## src/rtl/alu_pkg.sv

```systemverilog
// Shared definitions for the ALU execution unit: operation codes (also used by
// the ALU controller), datapath width, and the execution FSM states.
package alu_pkg;

  localparam int ALU_DATA_W = 32;

  typedef enum logic [3:0] {
    OP_AND = 4'b0000,
    OP_OR  = 4'b0001,
    OP_XOR = 4'b0010,
    OP_ADD = 4'b0011,
    OP_SUB = 4'b0100,
    OP_SRL = 4'b0101,
    OP_SRA = 4'b0110,
    OP_SLL = 4'b0111,
    OP_SLA = 4'b1000,
    OP_EQ  = 4'b1001,
    OP_NE  = 4'b1010,
    OP_LT  = 4'b1011,
    OP_GE  = 4'b1100,
    OP_LUI = 4'b1101
  } alu_op_t;

  typedef enum logic [1:0] {
    ST_IDLE,
    ST_SHIFT,
    ST_DONE
  } alu_state_t;

  // Shift ops are the only ones that take the iterative path.
  function automatic logic op_is_shift(input logic [3:0] op);
    op_is_shift = (op == OP_SRL) || (op == OP_SRA) ||
                  (op == OP_SLL) || (op == OP_SLA);
  endfunction

endpackage

```

## src/rtl/alu_comb_core.sv

```systemverilog
// Single-cycle ALU operations: logic, add/sub, signed compares and LUI.
// Shift codes and the two unused codes produce zero here; shifts are handled
// by the iterative datapath in the top level.
module alu_comb_core
  import alu_pkg::*;
#(
  parameter int DATA_W = ALU_DATA_W
) (
  input  alu_op_t           i_op,
  input  logic [DATA_W-1:0] i_a,
  input  logic [DATA_W-1:0] i_b,
  output logic [DATA_W-1:0] o_result
);

  logic signed [DATA_W-1:0] w_a_s;
  logic signed [DATA_W-1:0] w_b_s;

  assign w_a_s = i_a;
  assign w_b_s = i_b;

  // Result select; compares return the flag in bit 0 with the rest cleared.
  always_comb begin
    o_result = '0;
    case (i_op)
      OP_AND:  o_result = i_a & i_b;
      OP_OR:   o_result = i_a | i_b;
      OP_XOR:  o_result = i_a ^ i_b;
      OP_ADD:  o_result = i_a + i_b;
      OP_SUB:  o_result = i_a - i_b;
      OP_EQ:   o_result = {{(DATA_W-1){1'b0}}, (i_a == i_b)};
      OP_NE:   o_result = {{(DATA_W-1){1'b0}}, (i_a != i_b)};
      OP_LT:   o_result = {{(DATA_W-1){1'b0}}, (w_a_s <  w_b_s)};
      OP_GE:   o_result = {{(DATA_W-1){1'b0}}, (w_a_s >= w_b_s)};
      OP_LUI:  o_result = i_b;
      default: o_result = '0;
    endcase
  end

endmodule

```

## src/rtl/alu_multicycle.sv

```systemverilog
// ALU execution unit with valid/ready on both sides. Single-cycle ops finish
// one cycle after accept; shifts iterate one bit per cycle in the result
// register, so a shift by N delivers its result N+1 cycles after accept.
module alu_multicycle
  import alu_pkg::*;
#(
  parameter int DATA_W = ALU_DATA_W
) (
  input  logic              clk,
  input  logic              reset,
  input  logic              in_valid,
  output logic              in_ready,
  input  logic [3:0]        Operation,
  input  logic [DATA_W-1:0] SrcA,
  input  logic [DATA_W-1:0] SrcB,
  output logic              out_valid,
  input  logic              out_ready,
  output logic [DATA_W-1:0] ALUResult,
  output logic              Zero
);

  localparam int SHAMT_W = $clog2(DATA_W);

  alu_state_t         r_state;
  alu_state_t         w_next;
  alu_op_t            r_op;
  logic [DATA_W-1:0]  r_result;
  logic [SHAMT_W-1:0] r_cnt;
  logic [DATA_W-1:0]  w_core_result;
  logic [SHAMT_W-1:0] w_shamt;
  logic               w_is_shift;

  // One step of the iterative shifter; SLA behaves exactly like SLL.
  function automatic logic [DATA_W-1:0] shift_one(input alu_op_t op,
                                                  input logic [DATA_W-1:0] v);
    case (op)
      OP_SRL:  shift_one = {1'b0, v[DATA_W-1:1]};
      OP_SRA:  shift_one = {v[DATA_W-1], v[DATA_W-1:1]};
      default: shift_one = {v[DATA_W-2:0], 1'b0};
    endcase
  endfunction

  // Only the low SHAMT_W bits of SrcB form the shift amount.
  assign w_shamt    = SrcB[SHAMT_W-1:0];
  assign w_is_shift = op_is_shift(Operation);

  alu_comb_core #(.DATA_W(DATA_W)) u_core (
    .i_op     (alu_op_t'(Operation)),
    .i_a      (SrcA),
    .i_b      (SrcB),
    .o_result (w_core_result)
  );

  // State register.
  always_ff @(posedge clk) begin
    if (reset) r_state <= ST_IDLE;
    else       r_state <= w_next;
  end

  // Next-state and handshake outputs; a zero-length shift skips SHIFT.
  always_comb begin
    w_next    = r_state;
    in_ready  = 1'b0;
    out_valid = 1'b0;
    case (r_state)
      ST_IDLE: begin
        in_ready = 1'b1;
        if (in_valid) begin
          w_next = (w_is_shift && (w_shamt != '0)) ? ST_SHIFT : ST_DONE;
        end
      end
      ST_SHIFT: begin
        if (r_cnt == SHAMT_W'(1)) w_next = ST_DONE;
      end
      ST_DONE: begin
        out_valid = 1'b1;
        if (out_ready) w_next = ST_IDLE;
      end
      default: w_next = ST_IDLE;
    endcase
  end

  // Operand capture and shift iteration; the result register doubles as the
  // shift working register and holds steady throughout DONE.
  always_ff @(posedge clk) begin
    if (reset) begin
      r_result <= '0;
      r_cnt    <= '0;
      r_op     <= OP_AND;
    end else begin
      case (r_state)
        ST_IDLE: begin
          if (in_valid) begin
            r_op     <= alu_op_t'(Operation);
            r_cnt    <= w_shamt;
            r_result <= w_is_shift ? SrcA : w_core_result;
          end
        end
        ST_SHIFT: begin
          r_result <= shift_one(r_op, r_result);
          r_cnt    <= r_cnt - SHAMT_W'(1);
        end
        default: ;
      endcase
    end
  end

  assign ALUResult = r_result;
  assign Zero      = out_valid && (r_result == '0);

endmodule

```

## config.mk

```make
export PLATFORM = sky130hd
export DESIGN_NAME = alu_multicycle
export DESIGN_NICKNAME = d
export VERILOG_FILES = /design/src/rtl/alu_pkg.sv /design/src/rtl/alu_comb_core.sv /design/src/rtl/alu_multicycle.sv
export SDC_FILE = /design/constraint.sdc
export NUM_CORES = 1
export LEC_CHECK = 0
export CAP_MARGIN = 15
export CORE_ASPECT_RATIO = 0.7
export CORE_MARGIN = 2
export CORE_UTILIZATION = 25
export CTS_CLUSTER_SIZE = 20
export DETAILED_ROUTE_END_ITERATION = 6
export PLACE_DENSITY = 0.45
export SETUP_SLACK_MARGIN = 0.15
export SYNTH_ARGS = -nofsm -noshare
export SYNTH_HDL_FRONTEND = slang
export SYNTH_SLANG_ARGS = --single-unit
```

## constraint.sdc

```tcl
create_clock -name clk -period 8 [get_ports clk]
set_input_delay 0.8 -clock clk [delete_from_list [all_inputs] [get_ports clk]]
set_output_delay 0.8 -clock clk [all_outputs]
set_load 0.02 [all_outputs]
```

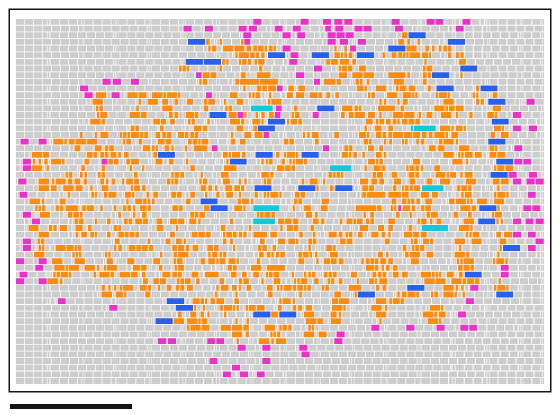
Figure 1: run 1, cell classes on the final placement.
Bar = 50 microns. Fill, decap, tap and diode cells in grey.
clock drivers and dummy loads: drawn in cyan, cells 8, share of their area 2.0%. registers: drawn in blue, cells 43, share of their area 9.3%. remaining logic cells: drawn in orange, cells 1,070, share of their area 76%. remaining buffers and delay cells: drawn in magenta, cells 122, share of their area 13%.

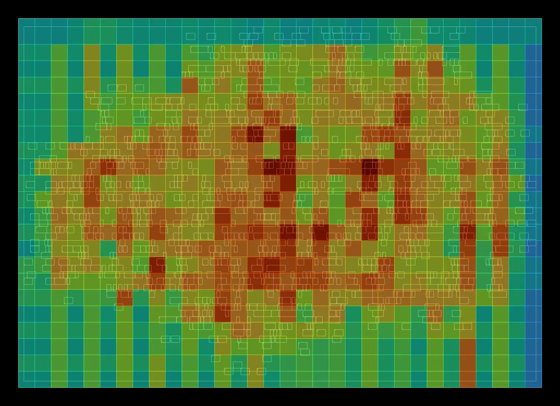
Figure 2: run 1, track usage over the die.
GR met2 Demand/Resource: 30.88%
final core occ: 30.28%

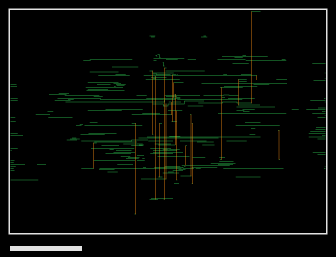
Figure 3: run 1, wiring by layer.
Bar = 50 microns. Only two layers are drawn.
M4: drawn in orange, wire length 781 microns. M3: drawn in green, wire length 2,750 microns.
total number of vias: 9,596
global-route usage over all layers: 21.11%

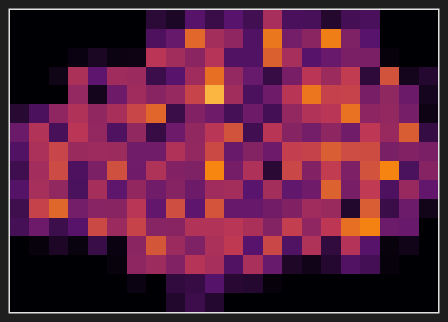
Figure 4: run 1, cell area per tile.
The die is cut into 22 by 16 equal tiles; black is low, pale yellow is high, 0 to 100% covered.
0.30% of the tiles are over 75% full. The fullest tile reaches 84%. The densest ninth of the die: right middle. The mean over all tiles is 27%. 22% of the tiles are nearly empty. The emptiest ninth of the die: top left.
Core Util at FP: 25.46%
Core Region: 32,340 sq um

==> run notes, run 1 <==
Implementation progress

After floorplanning, the core was divided into 55 placement rows. The number of multi-input combinational cells in the layout is 966. The number of clock-tree buffers in the layout stands at 6. The horizontal die dimension reported for this design is 220.9 microns. Per the placement log, port buffering inserted 106 buffers. Of the total standard cell area in the layout, the multi-input combinational portion is 67.82%. Setup repair after global routing left no endpoint under its margin. The count of final hold-check violations stands at 0.

Of the combinational cells, the family taking the most area is AND-OR/OR-AND gates. The area share of the largest cell type after synthesis stands at 15.04%. The complex-gate fraction of the synthesized area stands at 35.48%.

After technology mapping, the gate count stands at 1,196. The most critical setup path has its startpoint at SrcA[15]. The report counts max-capacitance violations totalling 0.

The number of sequential storage elements stands at 43. The first-iteration detailed-routing DRC count stands at 1,058. The critical path endpoint has a required time of 8240 ps. The areal power density over the cells stands at 125.0 nW/um^2. The flow ran to the end, and the final reports show no timing, DRC or antenna violations. Measured against the total synthesized area, the mux share comes to 2.568%. The final layout report lists a filler cell count of 3,522. The initial antenna violation count stands at 1. The number of cells on the worst reg-to-reg path is 8. The antenna diode count stands at 0.

The tightest min-delay check is of the reg -> reg type. The endpoint arrival time on the critical path stands at 4280 ps. The cell count listed in synth_stat.txt stands at 1,196. Sequential cells make up 8.790% of the cell area.

In this run the VDD rail shows a maximum IR drop of 70.44 uV. The number of tap cells added at floorplan stands at 427. Per the synthesis report, the XOR/XNOR share of the synthesized area is 0.7446%.

For the worst reg-to-reg path, the endpoint reported by OpenROAD is ALUResult[20]. Summing all multi-input logic gate instances after layout gives 6641 sq um. By instance count after routing, the leading logic cell types are nand2_1 (118), a21oi_1 (108), clkdlybuf4s50_1 (106). The area fraction in full adders, half adders and majority gates stands at 15.53%. The async set-reset flop share out of synthesis stands at 0%. The post-cts hold-fix buffer tally stands at 0. The chip occupies 34,430 sq um. The transition time at the pin with the least slew margin stands at 1155 ps.

The overall overflow remaining after global route stands at 0. The total of warnings raised by yosys stands at 0. In this build the clock could be raised as far as 247.6 MHz. The final standard cell area without fillers stands at 9793 sq um.

Summed over all instances, the cell type with the most area after synthesis is ha_1. The number of top-level design ports stands at 107. The number of antenna-violating nets in the routed design stands at 0.

The reg-to-reg setup timing slack stands at 5220 ps. The net count entering floorplan stands at 1,369. The final setup TNS stands at 0 ps. TritonCTS built the clock tree. Summed over all nets, wire length on met2 after detailed routing comes to 15.24 mm. The timing report attributes the biggest portion of critical-path delay to simple AND/OR/NAND/NOR gates. For reference, the critical path is captured by ALUResult[25]. For the worst reg-to-reg path, the startpoint reported by OpenROAD is r_state[1]. The highest layer touched by signal routing is met5.

Checking max transition, the worst relative margin is 22.85%. The largest cell class by area is logic gates. Dividing the detail-routed via count by the number of cells gives 5.746.

Per the cell usage report, the commonest logic cell in the layout is nand2_1. The worst path setup slack after routing stands at 3961 ps. For this block, the routed nets add up to 37.18 mm of wire. The count of TritonRoute iterations in the first routing pass stands at 5. Measured on the final layout, the clock distribution area share stands at 1.929%. OpenROAD emitted warnings numbering 92. The final count of negative-setup-slack endpoints stands at 0. The total clock sinks stands at 43. The worst setup slack after placement stands at 3729 ps.

The peak per-stage delay on the critical path stands at 670 ps. The detailed route wirelength on metal3 stands at 2.748 mm. The critical path in this run is classified as in -> reg.

The wire-length estimate of the detail-placed layout is 28.02 mm. On the critical path, the stage with the largest delay is an instance of ha_1. The TritonCTS buffer count stands at 5.

The worst path needs 4039 ps of the cycle, external delays included. The logic depth of the worst path, buffers included stands at 11. The mapped cell area stands at 8234 sq um. Looking at hold timing, the worst path starts from r_op[2].

The buffers plus inverters on the worst setup path stands at 2. The simple-gate portion of the synthesized area stands at 25.85%. The later-pin clock latency in the skew report stands at 320 ps. The clock tree synthesis step divided the H-tree into 2 levels. Cells with a size suffix above 1 make up 4.505% of the layout. Per the OpenROAD power report, leakage power amounts to 3.846 nW. Per the CTS log, the root buffer master is clkbuf_16. The area of placed instances stands at 9604 sq um. The post-synth count of flops with an enable pin is 0.

The via count of the first global-routing pass is 9,005. The total power stands at 0.001224 W. Of all nets on the critical path, the largest fanout is 14.

The routed layout reports a DRC error count of 0. The routing usage on met3 stands at 3.239%. The sequential cell area fraction in the yosys report stands at 10.45%.

The most critical hold endpoint after final layout shows a slack of 456.0 ps. Gates resized during post-CTS repair numbered 0. STA shows the worst min-delay path finishing at r_op[2]. The final layout contains 1,415 nets. The number of instances in the placed design stands at 1,662. The final critical path takes up 50.49% of the cycle.

In this run the layout overhead on the synthesized area is reported as 18.93%. For reference, the post-synthesis area per instance comes to 6.885 sq um. After synthesis, the cell types taking the most area are ha_1 (15%), dfxtp_1 (10%), a21oi_1 (6.6%). The final max-slew violation count recorded for this run is 0. The routed design shows a wire length per standard cell of 22.27 microns. The number of stages on the worst hold path stands at 2. The met1 layer wirelength in the final routing stands at 18.40 mm.

The worst setup path is captured at a flip-flop. Looking at the cell usage after synthesis, the top flip-flop cell is dfxtp_1. The summed standard-cell area reported by yosys stands at 8234 sq um.

Counting plain and timing-repair buffers in the layout gives 122.
## run 1: power breakdown
part / switching, W / total (W) / internal, W
clock network: 0.000117 / 0.000297 / 0.000180
registers: 0.0000429 / 0.000282 / 0.000239
logic: 0.000402 / 0.000646 / 0.000243
total: 0.000562 / 0.00122 / 0.000662
## run 1: Yosys cell counts, drive strengths merged (11+ instances only)
cell,count
nand2b,15
nor3,45
o211ai,18
a21o,22
inv,104
a211oi,23
nor2b,15
a2111oi,23
mux2i,20
nand4,17
buf,43
o21ai,55
nand3,34
a31oi,18
dfxtp,43
o31ai,12
nor2,107
ha,99
a22oi,11
a221oi,19
clkbuf,40
a311o,15
a21oi,109
nand2,118
nor4,18
and3,12
## run 1: registers in the layout, indices dropped and copies added, names as in the netlist
name / cells
r_op: 4
ALUResult: 32
r_state: 2
r_cnt: 5
Figure 5. Sequential cells grouped by signal name (run 1).
Bar = 50 microns. Other sequential cells in the stronger grey, the rest of the logic in the fainter grey.
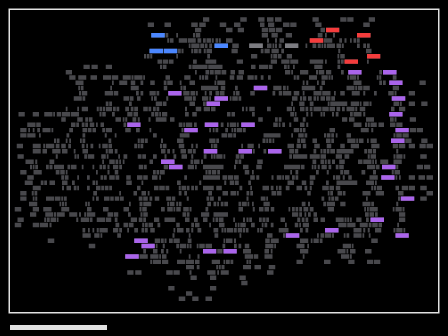

## Run 2: what changed since run 1
- clock period: 8 -> 4.2 ns (I/O delays scaled with it)
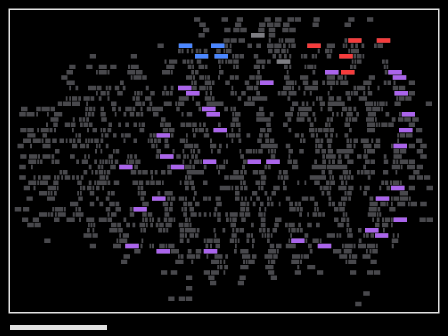
Figure 6: run 2, sequential cells grouped by signal name.
Bar = 50 microns. Other sequential cells in the stronger grey, the rest of the logic in the fainter grey.
`ALUResult`: drawn in purple, flops 32. `r_op`: drawn in blue, flops 4, where top middle. `r_cnt`: drawn in red, flops 5, where top right.
Another 2 sequential cells are not coloured.
sequential cell area: 860.8 sq um
power in sequential cells: 0.000539 W
sequential portion of the cell area: 8.583%

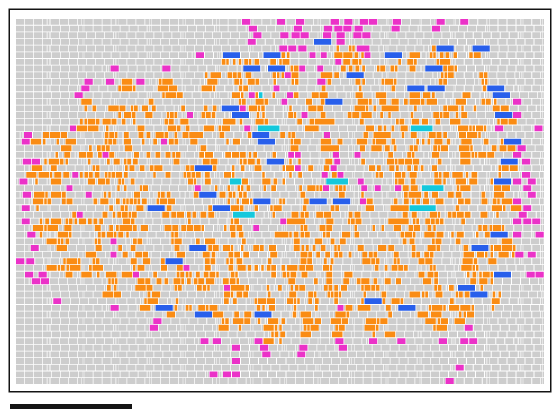
Figure 7: run 2, cell classes on the final placement.
Bar = 50 microns. Fill, decap, tap and diode cells in grey.
clock drivers and dummy loads: drawn in cyan, cells 8, share of their area 1.8%. remaining logic cells: drawn in orange, cells 1,070, share of their area 74%. registers: drawn in blue, cells 43, share of their area 9.1%. remaining buffers and delay cells: drawn in magenta, cells 154, share of their area 15%.
Post-Layout Inst Area: 10,030 sq um
number of standard-cell rows in the floorplan: 55
final core occ: 31.01%

==> run notes, run 2 <==
Implementation progress

The mapped cell area is 8234 sq um (unchanged). The detailed route wirelength on metal3 is 2.764 mm (+0.58%). The area of placed instances stands at 9841 sq um (+2.5%).

The post-cts hold-fix buffer tally came to 0 (unchanged). The power dissipated in the clock network stands at 0.000515 W (+73%). The net count entering floorplan was 1,369 (unchanged). The leakage dissipation stands at 4.004 nW (+4.1%). The number of stages on the worst hold path stands at 2 (unchanged). The highest achievable clock rate stands at 283.6 MHz. The met2 track utilization from global routing came to 32.62% (+1.7 points). The count of final hold-check violations stands at 0 (unchanged).

For the worst reg-to-reg path, the endpoint reported by OpenROAD is ALUResult[28]. The floorplan utilization stands at 25.46% (unchanged). The count of final max-slew check failures was 0 (unchanged). The number of DRC violations after detailed routing stands at 7 (+7).

The TritonCTS buffer count came to 5 (unchanged). The aggregate routed wire length came to 37.89 mm (+1.9%). STA classifies the critical path endpoint as a flip-flop. The average instance area after synthesis stands at 6.885 sq um (unchanged). The top cell type in the final layout, fill and taps aside, is nand2_1. The largest cell class by area is logic gates. The met1 layer wirelength in the final routing stands at 18.45 mm (+0.30%). The async set-reset flop share out of synthesis stands at 0% (unchanged). The clock power share is 22.2% (-2.0 points). The count of input and output buffers stands at 106 (unchanged).

Of all power groups, the one with the highest power is combinational cells. The number of flip-flops in the largest register is 32 (unchanged). By area the synthesized netlist is led by ha_1 (15%), dfxtp_1 (10%), a21oi_1 (6.6%).

In this run the worst hold path is classified as reg -> reg. Ranking logic cells in the layout by count gives the top entries nand2_1 (118), a21oi_1 (108), clkdlybuf4s50_1 (106). The worst path setup slack after routing is 673.6 ps (-3287 ps). The maximum fanout along the worst path stands at 14 (unchanged). The number of sequential storage elements stands at 43 (unchanged). Broken down by cell family, the worst path's largest delay share belongs to AND-OR/OR-AND gates. The flow ran to the end, but the final reports show violations.

The tree is rooted in a clkbuf_16. The number of nets in the layout is 1,447 (+2.3%). The total clock sinks stands at 43 (unchanged).

The initial antenna violation count stands at 1 (unchanged). The sequential cell area fraction in the yosys report stands at 10.45% (unchanged). The first-iteration detailed-routing DRC count stands at 1,014 (-4.2%).

The final setup TNS stands at 0 ps (unchanged). The total of warnings raised by yosys stands at 0 (unchanged). The number of top-level design ports was 107 (unchanged). The number of antenna-violating nets in the routed design stands at 0 (unchanged). The logic share of the area came to 66.22% (-1.6 points). The number of clock-tree buffers in the layout stands at 6 (unchanged). The routing usage on met3 came to 3.164% (-0.075 points). The sequential fraction of design power stands at 23.3% (+0.3 points). The overall overflow remaining after global route was 0 (unchanged). The data required time at the worst endpoint stands at 4400 ps (-3840 ps).

The internal power contribution came to 0.001243 W (+88%). The antenna diode count stands at 0 (unchanged). The total number of multi-input combinational cells stands at 966 (unchanged). The transition time at the pin with the least slew margin stands at 884.9 ps (-269.6 ps).

The worst path uses 83.96% of the clock period. The endpoint of the worst hold path is reported as r_op[3]. The worst max-slew margin expressed relative to the limit stands at 40.60% (+18 points). The fraction of final layout cells with drive strength greater than 1 is 7.059% (+2.6 points). The count of TritonRoute iterations in the first routing pass stands at 7 (+2). The summed standard-cell area reported by yosys stands at 8234 sq um (unchanged). The commonest cells after synthesis are nand2_1 (118), a21oi_1 (108), nor2_1 (105). The number of tap cells added at floorplan stands at 427 (unchanged). The sum of met2 wire segment lengths after detailed routing is 16.04 mm (+5.2%). TritonCTS built the clock tree. The slowest stage of the critical path belongs to the cell ha_1. Setup repair after global routing left no endpoint under its margin.

The total of max-cap violations came to 0 (unchanged). The switching component of the power stands at 0.001077 W (+92%). The total power is 0.002320 W (+90%). The total die size stands at 34,430 sq um (unchanged).

Looking at the setup timing report, the critical path kind is in -> reg. The horizontal die size was 220.9 microns (unchanged). The cell resize tally after clock tree synthesis stands at 0 (unchanged). The HPWL reported at the end of detailed placement came to 29.22 mm (+4.3%).

The worst hold slack stands at 458.7 ps (+2.753 ps). The global-route total usage across every layer stands at 21.29% (+0.18 points). The number of non-clock buffers in the layout stands at 154 (+26%). The peak per-stage delay on the critical path stands at 660 ps (about the same). The later-pin clock latency in the skew report came to 310 ps (about the same).

The checks that failed: design-rule violations. The startpoint identified for the worst register-to-register timing path is r_op[2]. The worst setup slack after placement is 395.8 ps (-3333 ps).

The H-tree depth stands at 2 (unchanged). The endpoint arrival time on the critical path stands at 3730 ps (-550 ps). Per the hold report, the tightest min-delay path originates at r_op[3].

The multi-input gate area in the final layout stands at 6641 sq um (unchanged).
-- run 2: how the worst max path moves through the flow --
stage	end	cells after the start
floorplan	ALUResult[18]	10
global placement	ALUResult[29]	10
detailed placement	ALUResult[24]	11
CTS	ALUResult[29]	10
global route	ALUResult[29]	10
finish	ALUResult[29]	10
-- run 2: cells by family (layout without fill, tap and decap cells) --
logic type                 count (synthesis)  count (layout)  synth area share, %
xor gates and xnor gates                   7               7               0.7446
muxes                                     21              21                2.568
DFF                                       43              43                10.45
adders and majority gates                101             101                15.53
AOI/OAI and AO/OA                        413             413                35.48
buffers and inverters                    187             266                9.375
and+or+nand+nor                          424             424                25.85
-- run 2: tightest hold or removal path, stage by stage, from the launching register on --
cell     delay (ps)
dfxtp_1         310
nand2_1          50
a21oi_1          50
Figure 8. Wiring by layer (run 2).
Bar = 50 microns. Only two layers are drawn.
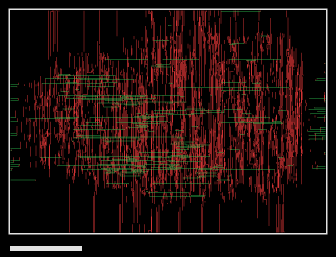

## Run 3: what changed since run 2
- PLACE_DENSITY: 0.45 -> 0.47
- clock period: 4.2 -> 3.15 ns (I/O delays scaled with it)
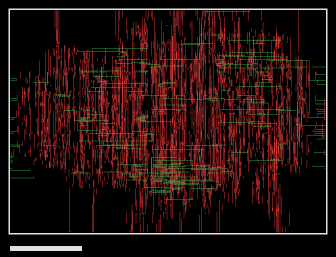
Figure 9: run 3, wiring by layer.
Bar = 50 microns. Only two layers are drawn.
M3: drawn in green, wire length 2,690 microns. M2: drawn in red, wire length 17,300 microns.
global-route usage over all layers: 22.90%
Routed Wire Length: 40.44 mm
routed wire length per instance: 20.69 microns
total number of vias: 10,680

==> run notes, run 3 <==
Implementation progress

The net count entering floorplan was 1,369 (unchanged). Buffers outside the clock tree occupy 27.43% of the routed design's cell area. The first global-routing pass estimated 62.32 mm of wire. The count of input and output buffers stands at 106 (unchanged). The peak per-stage delay on the critical path stands at 700 ps (+40 ps). For the worst reg-to-reg path, the startpoint reported by OpenROAD is r_state[1]. Based on the critical path, the design can be clocked at up to 340.5 MHz. The total clock sinks was 43 (unchanged). The number of DRC violations after detailed routing stands at 0 (-7). For reference, the critical path cell chain is nor4_1 > nand4_1 > nor4_1 > clkdlybuf4s50_1. The met2 track utilization from global routing stands at 36.15% (+3.5 points). The number of clock-tree buffers in the layout stands at 5 (-1). The average instance area after synthesis is 6.885 sq um (unchanged). The critical path is of the reg -> out type.

The TritonCTS buffer count came to 5 (unchanged). The count of tool warnings stands at 94. The highest supply drop recorded on VDD is 202.4 uV. The met1 layer usage reported by global route stands at 34.23%. The maximum count of clock buffers along a single path stands at 2. The logic depth of the worst path, buffers included is 4 (-6). The sequential portion of the cell area was 6.970% (-1.6 points). The count of final max-slew check failures stands at 0 (unchanged). In the layout the commonest cells are buf_4 (296), nand2_1 (118), nor2_1 (103). The overall overflow remaining after global route stands at 0 (unchanged).

The worst max-slew margin expressed relative to the limit is 44.50% (+3.9 points). The cell resize tally after clock tree synthesis stands at 23 (+23). The total of warnings raised by yosys came to 0 (unchanged).

By area, logic gates come first. The clock-pin slew of the registers on the worst-case setup and hold paths stands at 70 ps. The internal power contribution was 0.001889 W (+52%). The endpoint identified for the worst register-to-register timing path is ALUResult[29]. The endpoint arrival time on the critical path was 2620 ps (-1110 ps). TritonCTS built the clock tree. In this run the top signal layer used is met4. The length in cells of the worst reg-to-reg path stands at 7. The endpoint of the worst hold path is reported as r_op[2]. The area share of the largest cell type after synthesis stands at 15.04%.

The global router reports that the layer with the highest usage is met2. The relative area of clock buffers and inverters in the final design stands at 1.175%. In this run the clock root is driven by a clkbuf_16. After detailed placement, the design holds a cell count of 1,940.

The multi-input gate area in the final layout came to 7032 sq um (+5.9%). The mapped cell area came to 8234 sq um (unchanged). The area of placed instances stands at 11,750 sq um (+19%). The H-tree depth stands at 2 (unchanged). The total die size came to 34,430 sq um (unchanged). The fraction of final layout cells with drive strength greater than 1 came to 26.31% (+19 points). The count of TritonRoute iterations in the first routing pass came to 6 (-1).

The number of sequential storage elements stands at 43 (unchanged). The post-cts hold-fix buffer tally stands at 0 (unchanged). Among logic cells in the layout, the one with the most instances is buf_4.

The worst path setup slack after routing came to 213.4 ps (-460.3 ps). The die is 155.8 microns tall. In this design, the critical path's most frequently occurring cell is nor4_1. The summed standard-cell area reported by yosys came to 8234 sq um (unchanged).

The synthesized netlist handed to floorplanning was reported with a cell count of 1,196. The fill cell total of the finished layout stands at 3,454. The final worst clock skew stands at 8.496 ps.

The final setup TNS was 0 ps (unchanged). According to the timing report, the critical path is captured at Zero. The total number of placement rows stands at 55 (unchanged).

The number of antenna-violating nets in the routed design stands at 0 (unchanged). The final standard cell area without fillers stands at 12,350 sq um (+23%). The async set-reset flop share out of synthesis stands at 0% (unchanged).

The number of flip-flops in the largest register stands at 32 (unchanged). The count of final hold-check violations stands at 0 (unchanged). The final weighted congestion recorded by global placement is 0.9268. The sequential fraction of design power stands at 20.8% (-2.5 points). Per the synth stats, the flop cell with the highest instance count is dfxtp_1. The logic share of the area stands at 56.93% (-9.3 points).

The worst setup path is captured at an output pin. The finished layout holds 1,955 standard cells, fillers aside. For this design the ratio of total power to cell area is 278.3 nW/um^2.

According to the timing report, the critical path is launched from ALUResult[9]. Entering global routing, the biggest net connects 29 pins. The total power stands at 0.003437 W (+48%).

The floorplan utilization came to 25.46% (unchanged). The number of stages on the worst hold path stands at 2 (unchanged). The initial antenna violation count stands at 0 (-1). Counting instances in the post-synthesis netlist gives the leading cell types as nand2_1 (118), a21oi_1 (108), nor2_1 (105). The number of non-clock buffers in the layout stands at 407 (+160%). The antenna diode count stands at 0 (unchanged). The flow ran to the end, and the final reports show no timing, DRC or antenna violations. The worst setup path is launched from a flip-flop. The main area contributors are ha_1 (15%), dfxtp_1 (10%), a21oi_1 (6.6%). The tightest min-delay check is of the reg -> reg type. Synthesis instantiated 86 different standard cells from the library. The data required time at the worst endpoint was 2830 ps (-1570 ps).

The reg-to-reg setup timing slack stands at 730 ps. The first-iteration detailed-routing DRC count stands at 1,066 (+5.1%). Setup repair after global routing could not meet its margin everywhere.

The horizontal die size stands at 220.9 microns (unchanged). In this run, the combinational gates consume 62.5% of the power. The worst hold slack stands at 455.1 ps (-3.651 ps). The synthesis-stage register bit count stands at 43. After floorplanning, the core was sized to cover 32,340 sq um. The number of tap cells added at floorplan stands at 427 (unchanged). Per the finish-stage timing summary, setup violations number 0. The total number of multi-input combinational cells stands at 966 (unchanged). The synthesized design contains 0 enable-type register cells. The detailed route wirelength on metal3 is 2.687 mm (-2.8%).

The fraction of the cycle the final worst path needs stands at 93.23%. The later-pin clock latency in the skew report stands at 310 ps (about the same). The area of all sequential standard cells stands at 860.8 sq um (unchanged). The sum of met2 wire segment lengths after detailed routing stands at 17.34 mm (+8.1%).

The number of nets in the layout came to 1,700 (+17%). For this design, the slowest cell found on the critical path is clkdlybuf4s50_1. The switching share of power stands at 45.04%. Yosys stat counts 1,196 cells in the synthesized netlist. The buffers plus inverters on the worst setup path stands at 1. The number of top-level design ports is 107 (unchanged). The via-per-instance ratio stands at 5.462. The transition time at the pin with the least slew margin stands at 811.5 ps (-73.39 ps). For the finished layout, the period the worst path requires is 2937 ps. The switching component of the power stands at 0.001548 W (+44%). The most common cell in the synthesized netlist is nand2_1.

The maximum fanout along the worst path stands at 5 (-9). The layout overhead on the synthesized area stands at 49.99%. The HPWL reported at the end of detailed placement stands at 32.17 mm (+10%).

Leaving out the clock tree, the finished layout contains an inverter count of 104. Among cell families on the critical path, the largest total delay comes from simple AND/OR/NAND/NOR gates. The largest total area in the synthesized netlist belongs to ha_1.

The clock power share stands at 16.7% (-5.5 points). The met1 layer wirelength in the final routing was 19.65 mm (+6.5%). The total of max-cap violations stands at 0 (unchanged). Per the repair_timing log after CTS, setup buffers inserted total 2. The via count of the first global-routing pass stands at 10,290. The sequential cell area fraction in the yosys report is 10.45% (unchanged).

Looking at hold timing, the worst path starts from r_op[2]. The worst setup slack after placement stands at -572.4 ps (-968.2 ps). The routing usage on met3 stands at 1.412% (-1.8 points).

The leakage dissipation was 5.310 nW (+33%).
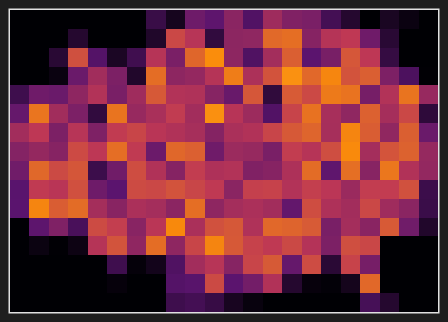
Figure 10: run 3, cell area per tile.
The die is cut into 22 by 16 equal tiles; black is low, pale yellow is high, 0 to 100% covered.
19% of the tiles are nearly empty. The fullest tile reaches 76%. The emptiest ninth of the die: bottom left. The mean over all tiles is 34%.
final core occ: 38.19%

[run 3: cell families (layout without fill, tap and decap cells)]
kind of cell | after synthesis | after routing | synth area share, %
buffers and inverters | 187 | 519 | 9.375
AOI/OAI and AO/OA | 413 | 413 | 35.48
DFF | 43 | 43 | 10.45
xor gates and xnor gates | 7 | 7 | 0.7446
and+or+nand+nor | 424 | 424 | 25.85
adders and majority gates | 101 | 101 | 15.53
muxes | 21 | 21 | 2.568
[run 3: power by group through the flow]
stage	registers [W]	logic (W)	clock network [W]
after floorplan	0.000741	0.000962	0
after global placement	0.000723	0.00202	0
after detailed placement	0.000725	0.00202	0
after CTS	0.000711	0.00205	0.000580
after global routing	0.000722	0.00232	0.000599
final	0.000714	0.00215	0.000574
No activity file was given, so power comes from the tool's default toggle rates.
